File: src/rtl/spram_arbiter_if.sv
// spram_arbiter_if: request/grant/read-return bundle between two requesters, the arbiter and the RAM.
// Ports (signals): a_*/b_* requester side (req, we, addr, wdata, lock in; gnt, rvalid, rdata out);
//   ram_addr/ram_wdata/ram_we toward the RAM, ram_rdata back from it; owner and busy status.
// Modports: slave = arbiter view, master = requester/RAM view.
interface spram_arbiter_if #(
    parameter int AW = 10,
    parameter int DW = 32
);
    logic          a_req, a_we, a_lock, a_gnt, a_rvalid;
    logic [AW-1:0] a_addr;
    logic [DW-1:0] a_wdata, a_rdata;
    logic          b_req, b_we, b_lock, b_gnt, b_rvalid;
    logic [AW-1:0] b_addr;
    logic [DW-1:0] b_wdata, b_rdata;
    logic [AW-1:0] ram_addr;
    logic [DW-1:0] ram_wdata, ram_rdata;
    logic          ram_we, owner, busy;

    modport slave (
        input  a_req, a_we, a_addr, a_wdata, a_lock,
        input  b_req, b_we, b_addr, b_wdata, b_lock,
        input  ram_rdata,
        output a_gnt, a_rvalid, a_rdata,
        output b_gnt, b_rvalid, b_rdata,
        output ram_addr, ram_wdata, ram_we, owner, busy
    );

    modport master (
        output a_req, a_we, a_addr, a_wdata, a_lock,
        output b_req, b_we, b_addr, b_wdata, b_lock,
        output ram_rdata,
        input  a_gnt, a_rvalid, a_rdata,
        input  b_gnt, b_rvalid, b_rdata,
        input  ram_addr, ram_wdata, ram_we, owner, busy
    );
endinterface

File: src/rtl/spram_arbiter.sv
// spram_arbiter: round-robin two-port sequencer onto one single-port RAM with registered read data.
// Ports: clk (rising edge); reset_n (synchronous, active low);
//   bus (slave modport): A/B requests with optional lock, one-cycle gnt and rvalid pulses,
//   held rdata per port, RAM address/write data/write enable out, RAM read data in,
//   owner (0=A, 1=B, current or last) and busy (access or read wait in progress).
module spram_arbiter #(
    parameter int AW       = 10,
    parameter int DW       = 32,
    parameter int MAX_LOCK = 8
) (
    input logic            clk,
    input logic            reset_n,
    spram_arbiter_if.slave bus
);
    localparam int CW = $clog2(MAX_LOCK + 1);

    typedef enum logic [1:0] {IDLE, ACCESS, RDWAIT} state_t;

    state_t        state_q, state_d;
    logic          owner_q, owner_d, we_q, we_d, lock_q, lock_d;
    logic          a_rvalid_q, a_rvalid_d, b_rvalid_q, b_rvalid_d;
    logic [AW-1:0] addr_q, addr_d;
    logic [DW-1:0] wdata_q, wdata_d, a_rdata_q, a_rdata_d, b_rdata_q, b_rdata_d;
    logic [CW-1:0] cnt_q, cnt_d;
    logic          both, keep, win;

    always_ff @(posedge clk) begin
        if (!reset_n) begin
            state_q    <= IDLE;
            owner_q    <= 1'b1;
            we_q       <= 1'b0;
            lock_q     <= 1'b0;
            a_rvalid_q <= 1'b0;
            b_rvalid_q <= 1'b0;
            addr_q     <= '0;
            wdata_q    <= '0;
            a_rdata_q  <= '0;
            b_rdata_q  <= '0;
            cnt_q      <= '0;
        end else begin
            state_q    <= state_d;
            owner_q    <= owner_d;
            we_q       <= we_d;
            lock_q     <= lock_d;
            a_rvalid_q <= a_rvalid_d;
            b_rvalid_q <= b_rvalid_d;
            addr_q     <= addr_d;
            wdata_q    <= wdata_d;
            a_rdata_q  <= a_rdata_d;
            b_rdata_q  <= b_rdata_d;
            cnt_q      <= cnt_d;
        end
    end

    always_comb begin
        both       = bus.a_req && bus.b_req;
        // a locked owner keeps the port against a contender only until MAX_LOCK extra grants
        keep       = lock_q && (cnt_q < CW'(MAX_LOCK));
        win        = both ? (keep ? owner_q : !owner_q) : bus.b_req;
        state_d    = state_q;
        owner_d    = owner_q;
        we_d       = we_q;
        lock_d     = lock_q;
        addr_d     = addr_q;
        wdata_d    = wdata_q;
        cnt_d      = cnt_q;
        a_rdata_d  = a_rdata_q;
        b_rdata_d  = b_rdata_q;
        a_rvalid_d = 1'b0;
        b_rvalid_d = 1'b0;
        case (state_q)
            IDLE: if (bus.a_req || bus.b_req) begin
                state_d = ACCESS;
                owner_d = win;
                we_d    = win ? bus.b_we : bus.a_we;
                addr_d  = win ? bus.b_addr : bus.a_addr;
                wdata_d = win ? bus.b_wdata : bus.a_wdata;
                // the counter only runs while the lock actually holds off a waiting port
                cnt_d   = (both && keep) ? cnt_q + 1'b1 : '0;
            end
            ACCESS: begin
                state_d = we_q ? IDLE : RDWAIT;
                lock_d  = owner_q ? bus.b_lock : bus.a_lock;
            end
            RDWAIT: begin
                state_d    = IDLE;
                a_rvalid_d = !owner_q;
                b_rvalid_d = owner_q;
                a_rdata_d  = owner_q ? a_rdata_q : bus.ram_rdata;
                b_rdata_d  = owner_q ? bus.ram_rdata : b_rdata_q;
            end
            default: state_d = IDLE;
        endcase
    end

    assign bus.a_gnt     = (state_q == ACCESS) && !owner_q;
    assign bus.b_gnt     = (state_q == ACCESS) && owner_q;
    assign bus.ram_we    = (state_q == ACCESS) && we_q;
    assign bus.ram_addr  = addr_q;
    assign bus.ram_wdata = wdata_q;
    assign bus.owner     = owner_q;
    assign bus.busy      = state_q != IDLE;
    assign bus.a_rvalid  = a_rvalid_q;
    assign bus.b_rvalid  = b_rvalid_q;
    assign bus.a_rdata   = a_rdata_q;
    assign bus.b_rdata   = b_rdata_q;
endmodule
File: src/flat_wrapper.sv
// flat-port wrapper written by rule: the top's interface ports become plain ports
module spram_arbiter_flat 
#(
    parameter int AW       = 10,
    parameter int DW       = 32,
    parameter int MAX_LOCK = 8
)
  (clk, reset_n, bus_a_req, bus_a_we, bus_a_addr, bus_a_wdata, bus_a_lock, bus_b_req, bus_b_we, bus_b_addr, bus_b_wdata, bus_b_lock, bus_ram_rdata, bus_a_gnt, bus_a_rvalid, bus_a_rdata, bus_b_gnt, bus_b_rvalid, bus_b_rdata, bus_ram_addr, bus_ram_wdata, bus_ram_we, bus_owner, bus_busy);
  spram_arbiter_if #(.AW(AW), .DW(DW)) bus_i ();
  input logic clk;
  input logic reset_n;
  input wire logic [$bits(bus_i.a_req)-1:0] bus_a_req;
  input wire logic [$bits(bus_i.a_we)-1:0] bus_a_we;
  input wire logic [$bits(bus_i.a_addr)-1:0] bus_a_addr;
  input wire logic [$bits(bus_i.a_wdata)-1:0] bus_a_wdata;
  input wire logic [$bits(bus_i.a_lock)-1:0] bus_a_lock;
  input wire logic [$bits(bus_i.b_req)-1:0] bus_b_req;
  input wire logic [$bits(bus_i.b_we)-1:0] bus_b_we;
  input wire logic [$bits(bus_i.b_addr)-1:0] bus_b_addr;
  input wire logic [$bits(bus_i.b_wdata)-1:0] bus_b_wdata;
  input wire logic [$bits(bus_i.b_lock)-1:0] bus_b_lock;
  input wire logic [$bits(bus_i.ram_rdata)-1:0] bus_ram_rdata;
  output wire logic [$bits(bus_i.a_gnt)-1:0] bus_a_gnt;
  output wire logic [$bits(bus_i.a_rvalid)-1:0] bus_a_rvalid;
  output wire logic [$bits(bus_i.a_rdata)-1:0] bus_a_rdata;
  output wire logic [$bits(bus_i.b_gnt)-1:0] bus_b_gnt;
  output wire logic [$bits(bus_i.b_rvalid)-1:0] bus_b_rvalid;
  output wire logic [$bits(bus_i.b_rdata)-1:0] bus_b_rdata;
  output wire logic [$bits(bus_i.ram_addr)-1:0] bus_ram_addr;
  output wire logic [$bits(bus_i.ram_wdata)-1:0] bus_ram_wdata;
  output wire logic [$bits(bus_i.ram_we)-1:0] bus_ram_we;
  output wire logic [$bits(bus_i.owner)-1:0] bus_owner;
  output wire logic [$bits(bus_i.busy)-1:0] bus_busy;
  assign bus_i.a_req = bus_a_req;
  assign bus_i.a_we = bus_a_we;
  assign bus_i.a_addr = bus_a_addr;
  assign bus_i.a_wdata = bus_a_wdata;
  assign bus_i.a_lock = bus_a_lock;
  assign bus_i.b_req = bus_b_req;
  assign bus_i.b_we = bus_b_we;
  assign bus_i.b_addr = bus_b_addr;
  assign bus_i.b_wdata = bus_b_wdata;
  assign bus_i.b_lock = bus_b_lock;
  assign bus_i.ram_rdata = bus_ram_rdata;
  assign bus_a_gnt = bus_i.a_gnt;
  assign bus_a_rvalid = bus_i.a_rvalid;
  assign bus_a_rdata = bus_i.a_rdata;
  assign bus_b_gnt = bus_i.b_gnt;
  assign bus_b_rvalid = bus_i.b_rvalid;
  assign bus_b_rdata = bus_i.b_rdata;
  assign bus_ram_addr = bus_i.ram_addr;
  assign bus_ram_wdata = bus_i.ram_wdata;
  assign bus_ram_we = bus_i.ram_we;
  assign bus_owner = bus_i.owner;
  assign bus_busy = bus_i.busy;
  spram_arbiter #(.AW(AW), .DW(DW), .MAX_LOCK(MAX_LOCK)) u_core (.clk(clk), .reset_n(reset_n), .bus(bus_i));
endmodule
File: config.mk
export PLATFORM = sky130hd
export DESIGN_NAME = spram_arbiter_flat
export DESIGN_NICKNAME = d
export VERILOG_FILES = /design/src/rtl/spram_arbiter_if.sv /design/src/rtl/spram_arbiter.sv /design/src/flat_wrapper.sv
export SDC_FILE = /design/constraint.sdc
export NUM_CORES = 1
export LEC_CHECK = 0
export CAP_MARGIN = 20
export CORE_ASPECT_RATIO = 1.2
export CORE_UTILIZATION = 40
export DETAILED_ROUTE_END_ITERATION = 10
export PLACE_DENSITY = 0.8
export SETUP_SLACK_MARGIN = 0.02
export SLEW_MARGIN = 20
export SYNTH_ARGS = -nofsm -noshare
export SYNTH_HDL_FRONTEND = slang
export SYNTH_SLANG_ARGS = --single-unit
File: constraint.sdc
create_clock -name clk -period 1.9 [get_ports clk]
set_input_delay 0.285 -clock clk [delete_from_list [all_inputs] [get_ports clk]]
set_output_delay 0.285 -clock clk [all_outputs]
set_load 0.01 [all_outputs]
==> flow_metrics.rpt <==
==== FLOW RESULTS ====
----------------------------------------------------
[Global route]
  Combined global-route utilization of all metal layers ........................ 25.3%
  Vias in the first global route ........................ 4940
  Maximum number of pins on one net before global-route repair ........................ 65

[STA]
  Transition time at the pin with the least slew margin ........................ 480 ps
  Final clock skew ........................ 9.81 ps
  Final worst-path cycle share ........................ 92.1%
  Count of final max-slew check failures ........................ 0

[Worst setup path]
  Startpoint of the lowest-slack register-to-register path ........................ u_core.bus.owner$_SDFFE_PN1P_
  Crit end category ........................ output port
  Instance count on the critical path ........................ 1
  CP bufs+invs ........................ 1
  Maximum net fanout on the critical path ........................ 11
  Critical path origin ........................ u_core.bus.owner$_SDFFE_PN1P_
  Endpoint required time on the critical path ........................ 1620 ps
  Endpoint of the worst setup timing path ........................ bus_owner

[Pwr]
  Static leakage ........................ 2.92 nW
  Pwr dens ........................ 937 mW/mm^2
  Part of the power in the clock network ........................ 45.8%

[Detailed routing]
  Remaining design rule violation count ........................ 0
  Number of nets still failing antenna checks after routing ........................ 0
  First-pass iteration count of the detailed router ........................ 4
  First DRT Iteration DRCs ........................ 213
  Detailed Route WL ........................ 15.2 mm

[Placement]
  Post-place setup slack ........................ 13.6 ps

[Final layout]
  Count of non-CTS buffers in the layout ........................ 254
  Final cell count without fillers ........................ 961
  Count of inverters other than clock inverters in the layout ........................ 1
  Share of cells above drive strength 1 ........................ 7.19%
  N_diodes ........................ 0
  Final non-filler cell area ........................ 0.00789 sq mm
  Post-layout util ........................ 70.5%
  Proportion of cell area occupied by multi-input gates ........................ 26.6%

[Logic synthesis]
  Synth unique cells ........................ 30
  Dominant flop cell ........................ dfxtp_1
  Area of the mapped netlist ........................ 0.00466 sq mm
  Number of standard cells after synthesis ........................ 568

[Die]
  Number of standard-cell rows in the floorplan ........................ 42
  Tap cell count ........................ 154
  Die Wd ........................ 101 um
  Die Outline Area ........................ 0.0121 sq mm

[Status]
  Run status ........................ complete, no violations

[Hold path]
  Count of cells along the worst hold path ........................ 2
  Worst hold-check path type ........................ in2reg

----------------------------------------------------
==> synthesized netlist by cell type (2+ instances only) <==
cell	number	share of area, %
nand2_1	177	14
dfxtp_1	117	50
a21oi_1	88	9.5
a21boi_0	55	8.9
o21ai_0	45	4.8
buf_2	19	2.0
clkbuf_1	17	1.4
a21boi_1	9	1.4
and2_1	5	0.67
buf_4	5	0.81
buf_6	5	1.2
nor2_1	4	0.32
and3b_1	2	0.38
nand3b_1	2	0.32
nor2b_1	2	0.27
o211a_1	2	0.43
==> power groups by stage <==
stage                     combinational (mW)  sequential (mW)  clock (mW)
after detailed placement                1.28             2.76           0
after global placement                  1.25             2.76           0
after floorplan                        0.464             2.81           0
final                                   1.29             2.72        3.38
after global routing                    1.38             2.74        3.53
after CTS                               1.29             2.72        3.43
==> registers in the layout (all words and copies together), names as in the netlist, 2 cells and up <==
| register | cells |
|---|---|
| u_core.bus.b_rdata | 32 |
| u_core.bus.a_rdata | 32 |
| u_core.bus.ram_wdata | 32 |
| u_core.bus.ram_addr | 10 |
| u_core.cnt_q | 4 |
| u_core.state_q | 2 |
==> kinds of logic after synthesis <==
| group | share of synthesized area [%] |
|---|---|
| AND-OR/OR-AND | 25.5 |
| XOR/XNOR | 0.376 |
| adder cells (fa/ha/maj) | 0.268 |
| buffers and inverters | 5.50 |
| flip-flops | 50.3 |
| multiplexers | 0.215 |
| AND/OR/NAND/NOR | 17.9 |
==> per-layer routing <==
metal / vias up / GRT usage [%] / part of all wire [%]
met2: 215 / 45.7 / 53
met4: 0 / 10.9 / 2.4
met5: - / 0 / 0
met3: 28 / 9.08 / 8.5
met1: 2270 / 25.9 / 36
li1: 2354 / - / -
==> timing repair <==
item / in CTS / in global routing
buffers inserted: 0 / 0
resized: 8 / 0
endpoints found under the setup margin: 5 / 0
hold buffers: 0 / 0
Figure 1. Signal wires by layer.
(2 px per um)
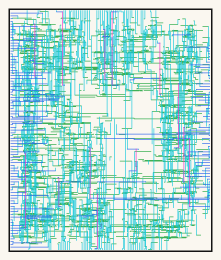
M4: marked magenta, wire length 359 um. M3: marked blue, wire length 1300 um. M2: marked cyan, wire length 7990 um. M1: marked green, wire length 5550 um.

Figure 2. The clock network.
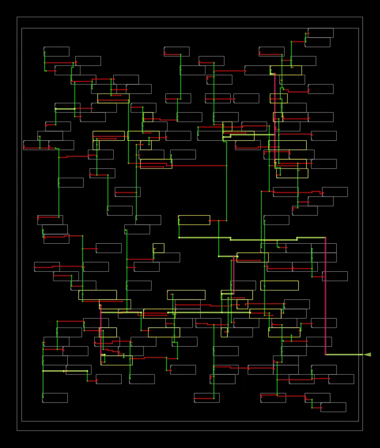
TritonCTS Sinks: 117
number of flip-flops and latches: 117
clock network power consumption: 3.38 mW
number of clock buffers in the layout: 19
total clock buffers created by CTS: 17

Figure 3. Cells coloured by class.
(2 px per um)
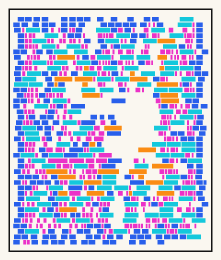
registers: marked cyan, cells 117. remaining buffers and delay cells: marked blue, cells 254. remaining logic cells: marked magenta, cells 405. clock drivers and dummy loads: marked orange, cells 31.

Figure 4. Pin map.
(3 px per um) Pins as bars across the die edge, other pins in grey.
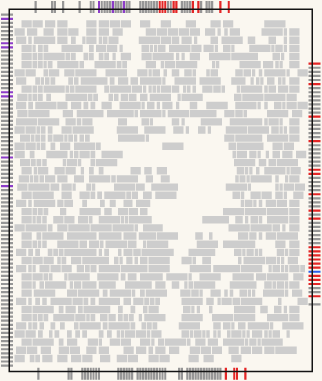
bus_a_rdata: marked red, pins 32, direction output, edge 19 right, 9 top, 4 bottom. bus_a_addr: marked purple, pins 10, direction input, edge 7 left, 3 top. reset_n: marked blue, pins 1, direction input, edge right.
All pins by edge: 87 left, 59 right, 46 bottom, 45 top.

No activity file was given, so power comes from the tool's default toggle rates.
